Fig. 1: run 1, met1 routing
Scale bar: 50 µm. Supply wires on this layer in grey.
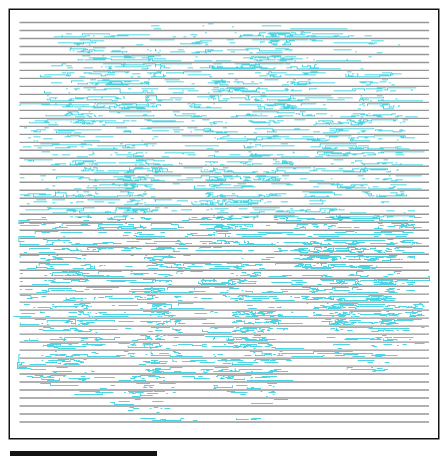
Fig. 2: run 1, signal wires on met2
Cells faint in the background.
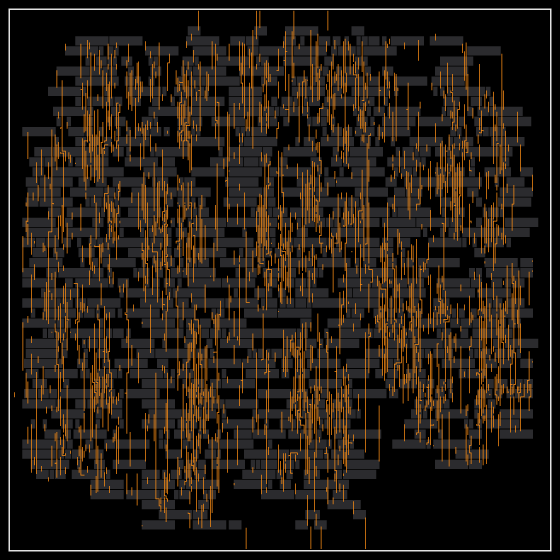
Fig. 3: run 1, metal 3
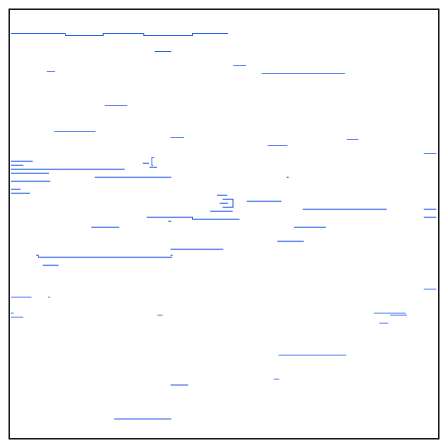
<file path="src/rtl/btn_conditioner.sv">
// Input conditioning for 4 push-buttons and 4 slide switches: 2-flop synchronizers,
// per-input debounce, button press pulses and the ball smash FSM.
// Define SMASH_COOLDOWN_EN to add a COOLDOWN lockout after every smash window.
module btn_conditioner #(
  parameter int DEBOUNCE_CYCLES = 1000000,
  parameter int SMASH_LEN       = 20000000,
  parameter int COOLDOWN_LEN    = 50000000
) (
  input  logic       clk,
  input  logic       reset,
  input  logic [3:0] usr_btn_raw,
  input  logic [3:0] usr_sw_raw,
  output logic [3:0] btn_level,
  output logic [3:0] btn_press,
  output logic [3:0] sw_level,
  output logic       smash_active,
  output logic       smash_ready
);

  localparam int DB_W = $clog2(DEBOUNCE_CYCLES + 1);
  localparam logic [DB_W-1:0] DB_LAST = DB_W'(DEBOUNCE_CYCLES - 1);

  localparam int SM_MAX = (SMASH_LEN > COOLDOWN_LEN) ? SMASH_LEN : COOLDOWN_LEN;
  localparam int SM_W   = $clog2(SM_MAX + 1);
  localparam logic [SM_W-1:0] SMASH_LOAD = SM_W'(SMASH_LEN - 1);

  localparam logic [1:0] ST_IDLE   = 2'd0;
  localparam logic [1:0] ST_ACTIVE = 2'd1;
`ifdef SMASH_COOLDOWN_EN
  localparam logic [1:0] ST_COOLDOWN   = 2'd2;
  localparam logic [SM_W-1:0] COOLDOWN_LOAD = SM_W'(COOLDOWN_LEN - 1);
`endif

  // Bits [3:0] are the buttons, bits [7:4] the switches.
  logic [7:0]      sync_q1;
  logic [7:0]      sync_q2;
  logic [7:0]      stable;
  logic [7:0]      db_fire;
  logic [DB_W-1:0] db_cnt [8];

  logic [1:0]      state;
  logic [SM_W-1:0] smash_cnt;

  always_comb begin
    // NOTE: default assignment first so no path leaves db_fire unassigned (no latch).
    db_fire = '0;
    for (int i = 0; i < 8; i++) begin
      db_fire[i] = (sync_q2[i] != stable[i]) && (db_cnt[i] == DB_LAST);
    end
  end

  // NOTE: sequential state uses <= so every flop samples the pre-edge values.
  always_ff @(posedge clk or posedge reset) begin
    if (reset) begin
      sync_q1 <= '0;
      sync_q2 <= '0;
    end else begin
      sync_q1 <= {usr_sw_raw, usr_btn_raw};
      sync_q2 <= sync_q1;
    end
  end

  // NOTE: the counter array is ordinary flops, so it is reset like any other register.
  always_ff @(posedge clk or posedge reset) begin
    if (reset) begin
      stable    <= '0;
      btn_press <= '0;
      for (int i = 0; i < 8; i++) begin
        db_cnt[i] <= '0;
      end
    end else begin
      for (int i = 0; i < 8; i++) begin
        if ((sync_q2[i] == stable[i]) || db_fire[i]) begin
          db_cnt[i] <= '0;
        end else begin
          db_cnt[i] <= db_cnt[i] + DB_W'(1);
        end
      end
      stable    <= stable ^ db_fire;
      // Pulse lands in the same cycle the new high level first appears.
      btn_press <= db_fire[3:0] & ~stable[3:0];
    end
  end

  always_ff @(posedge clk or posedge reset) begin
    if (reset) begin
      state     <= ST_IDLE;
      smash_cnt <= '0;
    end else begin
      case (state)
        ST_IDLE: begin
          if (btn_press[3]) begin
            state     <= ST_ACTIVE;
            smash_cnt <= SMASH_LOAD;
          end
        end
        ST_ACTIVE: begin
          if (smash_cnt == '0) begin
`ifdef SMASH_COOLDOWN_EN
            state     <= ST_COOLDOWN;
            smash_cnt <= COOLDOWN_LOAD;
`else
            state     <= ST_IDLE;
`endif
          end else begin
            smash_cnt <= smash_cnt - SM_W'(1);
          end
        end
`ifdef SMASH_COOLDOWN_EN
        ST_COOLDOWN: begin
          // A press seen on the final cooldown cycle is dropped, not queued.
          if (smash_cnt == '0) begin
            state <= ST_IDLE;
          end else begin
            smash_cnt <= smash_cnt - SM_W'(1);
          end
        end
`endif
        default: begin
          state     <= ST_IDLE;
          smash_cnt <= '0;
        end
      endcase
    end
  end

  assign btn_level    = stable[3:0];
  assign sw_level     = stable[7:4];
  assign smash_active = (state == ST_ACTIVE);
  assign smash_ready  = (state == ST_IDLE);

endmodule

</file>
<file path="config.mk">
export PLATFORM = sky130hd
export DESIGN_NAME = btn_conditioner
export DESIGN_NICKNAME = d
export VERILOG_FILES = /design/src/rtl/btn_conditioner.sv
export SDC_FILE = /design/constraint.sdc
export NUM_CORES = 1
export LEC_CHECK = 0
export CORE_MARGIN = 3
export CORE_UTILIZATION = 52
export CTS_CLUSTER_SIZE = 30
export DETAILED_ROUTE_END_ITERATION = 10
export PLACE_DENSITY = 0.69
export SYNTH_ARGS = -nofsm -noshare
export SYNTH_HDL_FRONTEND = slang
export SYNTH_SLANG_ARGS = --single-unit
export TNS_END_PERCENT = 50
</file>
<file path="constraint.sdc">
create_clock -name clk -period 11.95 [get_ports clk]
set_input_delay 1.195 -clock clk [delete_from_list [all_inputs] [get_ports clk]]
set_output_delay 1.195 -clock clk [all_outputs]
set_load 0.05 [all_outputs]
</file>
==> results_dict.tcl, run 1 <==
# collected from the flow reports
set metrics [dict create \
    outcome "finished clean" \
    firstDrtPassIters 4 \
    io_buffers 23 \
    cp_slowest_stage_delay_ps 900 \
    wl_met1_um 8330 \
    setup_viol_count_final 0 \
    final_cells 1309 \
    syn_to_final_growth_pct 12.5 \
    power.density_mw_per_mm2 135 \
    yosysWarnings 0 \
    seq_power_share_pct 48.4 \
    finalHoldViolCount 0 \
    diodes 0 \
    vias_per_cell 5.34 \
    fp_util_pct 53.5 \
    hp-start "sync_q1[5]$_DFF_PP0_" \
    slew_headroom_pct 35.6 \
    cts_hold_buffers 0 \
    place.gp.congestion 0.817 \
    synth-async-reset-ratio_pct 100 \
    synth_cell_types 51 \
    cts_tree "done" \
    cts-root-buf "clkbuf_16" \
    drv_slew 0 \
    reg2reg_depth 5 \
    startpoint_type "register" \
    rows 50 \
    pg_clk_uw 756 \
    critical_path_depth 1 \
    crit_path_max_fanout 15 \
    antenna_found_initial 0 \
    cap_viol_max_count 0 \
    cpMaxStageDelayCell "clkdlybuf4s50_1" \
    p_int_mw 1.22 \
    timing.hold.ws_ps 350 \
    critPathArrivalTime_ps 2080 \
    pg_seq_uw 746 \
    cp-end-kind "primary output" \
]
Notes on Fig. 1 above:
longest straight run: 23.0 µm
share of all routed wire: 48%
wire length on this layer: 8330 µm
routed wire length: 17400 µm
DR vias: 6989
GR Layer Usage met1: 23.1%

Notes on Fig. 2 above:
main direction: vertical
longest straight run: 34.0 µm
nets with wire on the layer: 848
GR Util met2: 27.7%

Notes on Fig. 3 above:
share of all routed wire: 3.2%
nets with wire on the layer: 34
wire length on this layer: 560 µm
main direction: horizontal
longest straight run: 45.3 µm
routing usage on met3: 2.93%

[run 1: registers in the layout (all words and copies together) (netlist names), named ones only]
name       count
btn_press      4
sync_q2        8
db_cnt       160
state          1
smash_cnt     26
sync_q1        8
[run 1: worst register-to-register path: cells and delay by family, from the launching register on]
family	cells	cell delay (ps)
and+or+nand+nor	4	1670
DFF	1	430
muxes	1	120
[run 1: layout by cell type (no fill, tap or decap), types with 24 or more instances in the layout]
cell type / n
clkbuf_16: 24
dfrtp_1: 215
nand2_1: 69
nand3_1: 68
nand4_1: 37
nor2_1: 196
nor3_1: 34
nor4_1: 28
xnor2_1: 78
xor2_1: 84
[run 1: cell type report]
class                      count  area (µm²)
fill                        1598        7540
timing repair buffer          25         245
clock buffer                  33         694
tap                          260         325
clock inverter                10         141
inverter                      23        93.8
sequential                   215        5380
multi-input combinational    743        4530
--- run 2 (diff from run 1) ---
==> constraint.sdc (replaced) <==
create_clock -name clk -period 3.35 [get_ports clk]
set_input_delay 0.335 -clock clk [delete_from_list [all_inputs] [get_ports clk]]
set_output_delay 0.335 -clock clk [all_outputs]
set_load 0.05 [all_outputs]
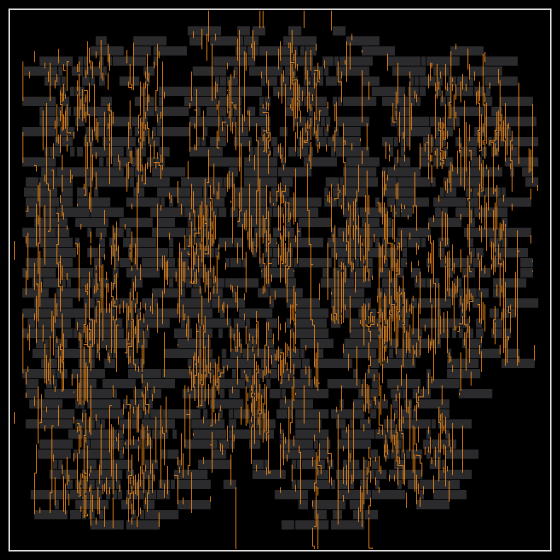
Fig. 4. Signal wires on met2 (run 2).
Cells faint in the background.
share of all routed wire: 45%
wire length on this layer: 7690 µm
longest straight run: 38.1 µm
main direction: vertical
GR Util met2: 25.7%
DR vias: 6931
routed wire length: 17000 µm

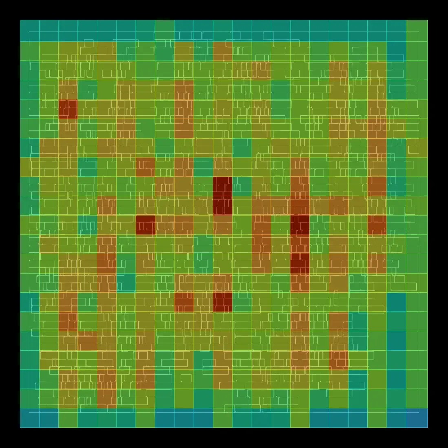
Fig. 5. Routing congestion (run 2).
GRT Total Usage: 16.5%
Layout Utilization: 60.3%
GRT Max-Usage Layer: met2

==> run 2 against run 1 <==
Flip-flop count is the same. Synthesized cell count unchanged. Register-to-register slack worse by 8600 ps. Setup slack got worse by 7800 ps. Power increased to 3.5 times the previous value. Synthesized area is the same. Largest cell class unchanged.
==> results_dict.tcl, run 2 <==
# collected from the flow reports
set metrics [dict create \
    cts-root-buf "clkbuf_16" \
    synth_cell_types 51 \
    startpoint "state[0]$_DFFE_PP0P_" \
    yosysWarnings 0 \
    finalHoldViolCount 0 \
    critPathArrivalTime_ps 2090 \
    timing.hold.ws_ps 177 \
    largestRegisters "db_cnt: 160 flops, smash_cnt: 26 flops" \
    cts_hold_buffers 0 \
    startpoint_type "register" \
    warning_count 29 \
    antenna_found_initial 0 \
    slew_headroom_pct 44.3 \
    largest_register "db_cnt" \
    path_class "register to primary output" \
    simple_gate_share_pct 25.5 \
    rows 50 \
    drv_slew 0 \
    syn_to_final_growth_pct 12.6 \
    crit_path_max_fanout 14 \
    power.leakage_nw 4.92 \
    crit_path_end "smash_ready" \
    cap_viol_max_count 0 \
    final_cells 1310 \
    cp-end-kind "primary output" \
    grt_util_met1_pct 24.2 \
    firstDrtPassIters 5 \
    grt_pass1_vias 6755 \
    layout_top_cells "215 x dfrtp_1, 196 x nor2_1, 84 x xor2_1" \
    outcome "finished clean" \
    io_buffers 23 \
    power.density_mw_per_mm2 476 \
    place.gp.congestion 0.784 \
    ys_top_cells_by_count "215 x dfrtp_1, 196 x nor2_1, 84 x xor2_1" \
    setup_viol_count_final 0 \
    grtUsageMet3_pct 2.83 \
    die_w_um 146 \
    reg2reg_depth 5 \
    vias_per_cell 5.29 \
    synth_chip_area_mm2 0.0101 \
    synth-async-reset-ratio_pct 100 \
    htree_levels 1 \
    largest_reg_flops 160 \
    fp_util_pct 53.5 \
    cts_tree "done" \
    diodes 0 \
    grt-ovfl-total 0 \
    worst_slack_ps 921 \
    layout_top_cell "dfrtp_1" \
]
-- run 2: cell counts after synthesis --
No cell type changed its count.
-- run 2: where the power goes --
part	total, mW	internal [mW]	leakage (nW)	switching (mW)
Sequential	2.66	2.63	2.95	0.0311
Combinational	0.140	0.0420	1.56	0.0978
Clock	2.64	1.65	0.415	0.988
-- run 2: layout make-up --
| cell class | instances | area [µm²] |
|---|---|---|
| tap | 260 | 325 |
| sequential | 215 | 5380 |
| clock inverter | 8 | 93.8 |
| fill | 1591 | 7530 |
| timing repair buffer | 27 | 273 |
| inverter | 23 | 90.1 |
| multi-input combinational | 743 | 4530 |
| clock buffer | 34 | 727 |
-- run 2: worst max-delay path, stage by stage, from the launching register on --
cell	delay (ps)
dfrtp_1	390
inv_1	320
clkdlybuf4s50_1	890
--- run 3 (diff from run 2) ---
--- a/config.mk
+++ b/config.mk
@@ -9,7 +9,7 @@
 export CORE_UTILIZATION = 52
 export CTS_CLUSTER_SIZE = 30
 export DETAILED_ROUTE_END_ITERATION = 10
-export PLACE_DENSITY = 0.69
+export PLACE_DENSITY = 0.71
 export SYNTH_ARGS = -nofsm -noshare
 export SYNTH_HDL_FRONTEND = slang
 export SYNTH_SLANG_ARGS = --single-unit
==> constraint.sdc (replaced) <==
create_clock -name clk -period 2.1 [get_ports clk]
set_input_delay 0.21 -clock clk [delete_from_list [all_inputs] [get_ports clk]]
set_output_delay 0.21 -clock clk [all_outputs]
set_load 0.05 [all_outputs]
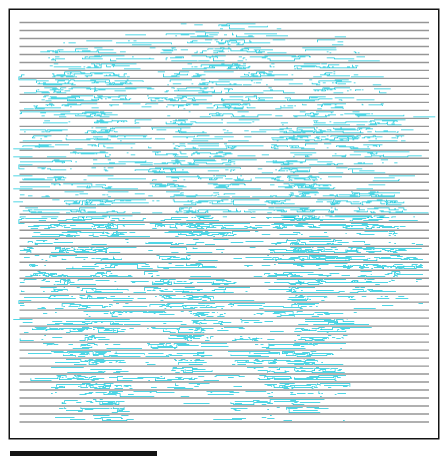
Fig. 6. Met1 routing (run 3).
Scale bar: 50 µm. Supply wires on this layer in grey.
wire length on this layer: 8880 µm
nets with wire on the layer: 1016
longest straight run: 29.0 µm
DR vias: 7107
routed wire length: 18600 µm
GR Layer Usage met1: 24.7%

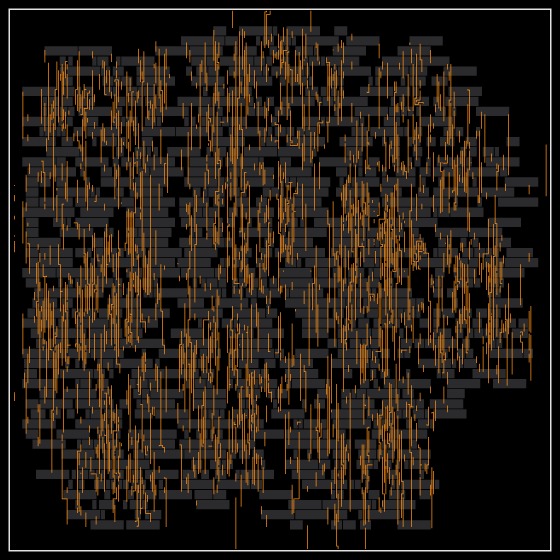
Fig. 7. Signal wires on met2 (run 3).
Cells faint in the background.
GR Util met2: 29.4%

==> run 3 against run 2 <==
Critical path depth down 1. Via count up 2.5%. Hold slack worse by 99 ps. Synthesized area unchanged. Critical path type unchanged. Clock power up 55%. Highest routed layer unchanged. Routed wire length up 9.3%. Largest power group unchanged. Sequential power up about 60%. Clock skew up 0.90 ps.
==> results_dict.tcl, run 3 <==
# collected from the flow reports
set metrics [dict create \
    final_cells 1340 \
    combGateArea_mm2 0.00457 \
    largestRegisters "db_cnt: 160 flops, smash_cnt: 26 flops" \
    cp-end-kind "primary output" \
    p_comb_share_pct 3.0 \
    power.density_mw_per_mm2 732 \
    cap_viol_max_count 0 \
    grt_use_total_pct 17.8 \
    seqCellArea_mm2 0.00538 \
    p_comb_uw 254 \
    grt-ovfl-total 0 \
    grt_pass1_vias 7121 \
    power.leakage_nw 5.11 \
    outcome "finished clean" \
    yosysWarnings 0 \
    grtUsageMet3_pct 2.55 \
    largestPowerGroup "registers" \
    crit_path_end "btn_level[3]" \
    cpMaxStageDelayCell "clkdlybuf4s50_1" \
    die_w_um 146 \
    slew_headroom_pct 59.1 \
    startpoint_type "register" \
    largest_reg_flops 160 \
    power_switching_mw 1.87 \
    cts_tree "done" \
    layout_top_cell "dfrtp_1" \
    place.gp.congestion 0.814 \
    fp_util_pct 53.5 \
    firstDrtPassIters 4 \
    critPathArrivalTime_ps 1810 \
    io_buffers 23 \
    pg_clk_mw 4.08 \
    crit_family "buffers and inverters" \
    ys_top_cells_by_count "215 x dfrtp_1, 196 x nor2_1, 84 x xor2_1" \
    layout_top_cells "215 x dfrtp_1, 196 x nor2_1, 84 x xor2_1" \
    antenna_found_initial 0 \
    top_usage_layer "met2" \
]
## run 3: cell counts after synthesis
Identical to the previous run, type by type.
## run 3: timing repair
item | in CTS | in global routing
endpoints found under the setup margin | 7 | 69
buffers inserted | 0 | 0
resized | 1 | 10
hold endpoints to repair | 0 | 0
## run 3: cell type report
class | instances | share of cell area, %
Clock buffer | 28 | 5.49
Clock inverter | 12 | 1.09
Multi-Input combinational cell | 743 | 39.0
Timing Repair Buffer | 59 | 4.99
Inverter | 23 | 0.768
Tap cell | 260 | 2.77
Sequential cell | 215 | 45.9
## run 3: kinds of logic after synthesis
logic type | synth area share, %
compound gates | 2.32
mux | 1.68
flops | 53.0
fa+ha+maj | 1.23
simple gates | 25.5
xor+xnor | 14.0
buf+inv | 2.29
No activity file was given, so power comes from the tool's default toggle rates.
